==> config.mk <==
export PLATFORM = sky130hd
export DESIGN_NAME = wca_rx_iq_deframer
export DESIGN_NICKNAME = d
export VERILOG_FILES = /design/src/rtl/wca_rx_iq_deframer.sv
export SDC_FILE = /design/constraint.sdc
export NUM_CORES = 1
export LEC_CHECK = 0
export CORE_ASPECT_RATIO = 0.75
export CORE_UTILIZATION = 37
export DETAILED_ROUTE_END_ITERATION = 6
export HOLD_SLACK_MARGIN = 0.03
export PLACE_DENSITY = 0.71
export SETUP_SLACK_MARGIN = 0.05
export SLEW_MARGIN = 20
export SYNTH_ARGS = -nofsm -noshare
export SYNTH_HDL_FRONTEND = slang
export SYNTH_SLANG_ARGS = --single-unit
==> constraint.sdc <==
create_clock -name clock -period 3.95 [get_ports clock]
set_clock_uncertainty 0.1 [all_clocks]
set_input_delay 0.5925 -clock clock [delete_from_list [all_inputs] [get_ports clock]]
set_output_delay 0.5925 -clock clock [all_outputs]
set_load 0.01 [all_outputs]
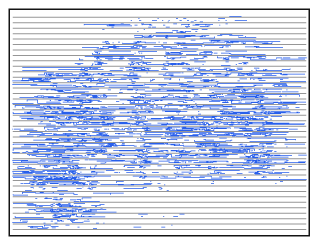
Fig. 1. M1 wires (run 1).
(2 px per um) Supply wires on this layer in gray.
nets with wire on the layer = 674
main direction = horizontal
wire length on this layer = 7780 um
longest straight run = 53.8 um
met1 global-route usage: 29.7%
DRT Wirelength: 16.9 mm
vias after detailed routing: 4971

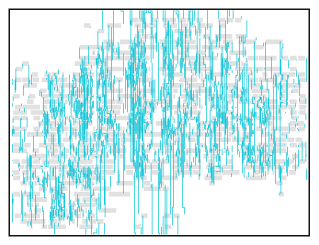
Fig. 2. Met2 routing (run 1).
(2 px per um)
longest straight run = 50.0 um
share of all routed wire = 45%
wire length on this layer = 7660 um
global routing met2 resource utilization: 32.0%

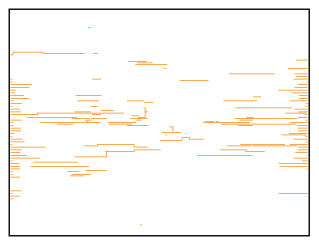
Fig. 3. The metal 3 layer (run 1).
(2 px per um)
main direction = horizontal
share of all routed wire = 7.4%
nets with wire on the layer = 125
wire length on this layer = 1250 um
global routing met3 resource utilization: 3.94%

==> results.env <==
SEQ_AREA_FRAC_SYNTH_PCT=45.3
DRV.MAX_CAP_VIOLATION_COUNT=0
CLOCK_INSERTION_DELAY_WORST_SKEW_NS=0.35
LAYOUT.CORE_UTILIZATION_PCT=49.7
SETUP.WORST_PATH.START_CLASS='input pin'
EDFF_COUNT_SYNTH=0
RSZ0062_AT_GRT='false'
CELLPOWERDENSITY_nW_PER_UM2=426
DRT-MET1-WL_MM=7.78
WARNINGS=29
HOLD_VIO_CNT_FINAL=0
NUMSYNTHFLOPS=109
SLOWEST_DELAY_NS=0.59
STDCELL_COUNT=908
VDD.IR_DROP.WORST_mV=0.237
POST_CTS_BUFFERS=0
CHIPWIDTH_UM=149
WORST_HOLD_CHECK_SLACK_NS=0.154
SYNTH.NET_COUNT=664
CLOCK_TREE.BUFFER_DEPTH=2
POST-LAYOUT-TOTAL-POWER_mW=3.30
FMAX_MHz=337
CORE-AREA_UM2=15600
STATUS='finished clean'
DP_HPWL_MM=12.3
YOSYS_WARNING_COUNT=0
GRT_PASS1_WL_MM=26.9
SYNTHTOPCELLSBYAREA='dfrtp_1 45%, mux2_4 5.0%, mux2i_1 4.3%'
TOTAL_GRT_OVERFLOW=0
WORSTPATHREQUIRED_NS=4.06
IOPINCOUNT=125
DRT_PASS1_ITERATIONS=5
TIMING.CRITICAL_PATH.ARRIVAL_NS=3.08
FINALWORSTSETUPSLACK_NS=0.983
PLACEMENT.SETUP.WORST_SLACK_NS=0.648
SETUP_VIOL_COUNT_FINAL=0
DIE_BOUNDARY_HEIGHT_UM=112
MAX_SLEW.WORST_PIN.SLEW_NS=0.695
YOSYSCHIPAREA_UM2=6020
TIMING.CRITICAL_PATH.CELLS='clkdlybuf4s50_1 > inv_1 > ha_1 > mux2_2 > inv_1 > ha_1 > o21ai_0 > nor4_1 > xnor2_1 > nor2_1'
NUMCLOCKSINKS=109
FINALSETUPTNS_NS=0
MIN_PATH_TYPE='input pin to asynchronous set/reset pin'
CRITICALPATHCATEGORY='input pin to flip-flop'
R2R_SLACK_NS=1.89
ANT_NETS=0
SLEW_HEADROOM_PCT=53.3
DR_WL_MET2_MM=7.66
ROUTED.TOP_LAYER='met4'
ENDPOINT_KIND='flip-flop'
CRITPATHMAXFANOUT=6
CTSRESIZECOUNT=0
VIAS_PER_CELL=5.47
DRTITER0DRC=285
PERIOD_USED_PCT=75.1
FINAL-MAX-SLEW-VIOLATION-COUNT=0
SYNTHESIS.INSTANCES=598
ROWS=39
LEAKAGEPOWER_nW=3.19
WORST_R2R_PATH_DEPTH=6
SYN_AVG_CELL_AREA_UM2=10.1
DESIGN.DIE.AREA_UM2=16800
CTS_TREE='yes'
TOP_CELL_AREA_SHARE_PCT=44.9
POST_DP_AREA_UM2=7410
SLOWEST_CP_CELL='clkdlybuf4s50_1'
SYNTH_CELL_TYPE_COUNT=53
ANTENNA_FOUND_INITIAL=0
PLACEMENT.IO_BUFFERS=124
DRIVE_ABOVE_1_SHARE_PCT=11.2
LARGEST_NET_DEGREE_AT_THE_START_OF_GLOBAL_ROUTING=81
VIA_COUNT_OF_THE_FIRST_GLOBAL_ROUTING_PASS=4858
DIODES=0
LAYOUT.CELL_AREA.NON_FILLER_UM2=7740
CLOCK_BUFFER_COUNT_FROM_CTS=9
POSTCTSHOLDBUFS=0
AREA.GROWTH.SYNTH_TO_FINAL_PCT=28.6
SYNTH.YOSYS.NUM_CELLS=598
POST-SYNTH-TOP-AREA-CELL='dfrtp_1'
DRC=0
PLACE_CONGESTION=0.885
CELL_AREA_AFTER_SYNTHESIS_UM2=6020
HTREEDEPTH=3
CTSROOTBUFFERMASTER='clkbuf_16'
POST-ROUTE-MIN-PERIOD_NS=2.97
POSTSYNTH.TOPFLOPCELL='dfrtp_1'
DP.CELLS=892
STARTING_UTILIZATION_OF_THE_CORE_AREA_PCT=38.7
GLOBAL_ROUTE.USAGE.TOTAL_PCT=20.7
NNETSFINAL=764
CTS.CLK_SLEW.WORST_PATHS_NS=0.08
DETAILROUTE.WIRELENGTH.MET3_MM=1.25
POST_DRT_WL_PER_CELL_UM=18.7
ASYNC_RESET_FF_SHARE_PCT=100
run 1: power breakdown:
part | leakage (nW) | switching (mW) | internal [mW]
sequential | 1.46 | 0.115 | 1.27
clock | 0.159 | 0.445 | 0.567
combinational | 1.57 | 0.389 | 0.508
run 1: worst max-delay path, delay by kind of cell:
family / cells / cell delay [ns]
AND-OR/OR-AND: 1 / 0.27
XOR/XNOR: 1 / 0.17
adder cells (fa/ha/maj): 2 / 0.59
buffers and inverters: 3 / 0.76
multiplexers: 1 / 0.24
AND/OR/NAND/NOR: 2 / 0.46
run 1: cell type report:
class                   instances  area, um^2
clock buffers                   9         225
clock inverters                 7         105
fillers                      1430        7820
inverters                      20        75.1
multi-input cells             422        2990
flip-flops and latches        109        2730
well taps                     205         256
repair buffers                136        1370
run 1: Yosys cell counts, types with 2 or more instances:
cell        n
nand4_2     2
mux2_2      6
nor3_2      4
ha_1        9
mux2_4     20
a221oi_1   16
nor4_2      2
inv_1      20
a21o_1      3
nand4_1     5
a211oi_1   30
o21a_1      5
a31oi_1     2
buf_2      16
o21ai_1     3
nand3_2     3
a21boi_0    2
buf_1       6
or2_4       2
o31ai_1    10
a22o_1      7
nor4_1      5
a21oi_1    41
a22oi_1    11
xnor2_2     4
and3_1      3
and2_1      4
buf_12      2
mux2i_1    26
nand2_1    38
clkbuf_1   22
dfrtp_1   108
nor2_1     64
nand3_1     8
nor2b_1    11
xnor2_1    25
o21ai_0    26
xor2_1      4
nor3_1      9
run 1: routing by layer:
layer	vias up	global-route usage (%)
li1	2337	-
met1	2411	29.7
met2	207	32.0
met3	16	3.94
met4	0	5.37
met5	-	0
run 1: logic make-up (layout without fill, tap and decap cells):
logic type / Yosys count / in the layout / share of synthesized area [%]
DFF: 109 / 109 / 45.3
adders and majority gates: 9 / 9 / 1.87
and+or+nand+nor: 167 / 167 / 14.0
AOI/OAI and AO/OA: 161 / 161 / 18.0
muxes: 52 / 52 / 10.4
xor gates and xnor gates: 33 / 33 / 5.30
buffers and inverters: 67 / 172 / 5.11
run 1: layout by cell type, fill, tap and decap left out, types with 3 or more instances in the layout:
cell type / Yosys / final
clkdlybuf4s50_1: 0 / 123
dfrtp_1: 108 / 108
o21a_1: 5 / 5
nand3_1: 8 / 8
a221oi_1: 16 / 16
nor2_1: 64 / 64
clkbuf_16: 0 / 9
o31ai_1: 10 / 10
xnor2_2: 4 / 4
buf_4: 1 / 10
nand3_2: 3 / 3
a22o_1: 7 / 7
nor3_1: 9 / 9
mux2_2: 6 / 6
nand2_1: 38 / 38
a22oi_1: 11 / 11
ha_1: 9 / 8
a21o_1: 3 / 3
a211oi_1: 30 / 30
nor3_2: 4 / 4
o21ai_0: 26 / 26
o21ai_1: 3 / 3
inv_1: 20 / 20
xnor2_1: 25 / 25
nor2b_1: 11 / 11
nor4_1: 5 / 5
mux2i_1: 26 / 26
a21oi_1: 41 / 41
nand4_1: 5 / 5
and3_1: 3 / 3
xor2_1: 4 / 4
and2_1: 4 / 4
buf_12: 2 / 3
mux2_4: 20 / 20
Power figures rest on the tool's default switching activity, not on a simulated workload.
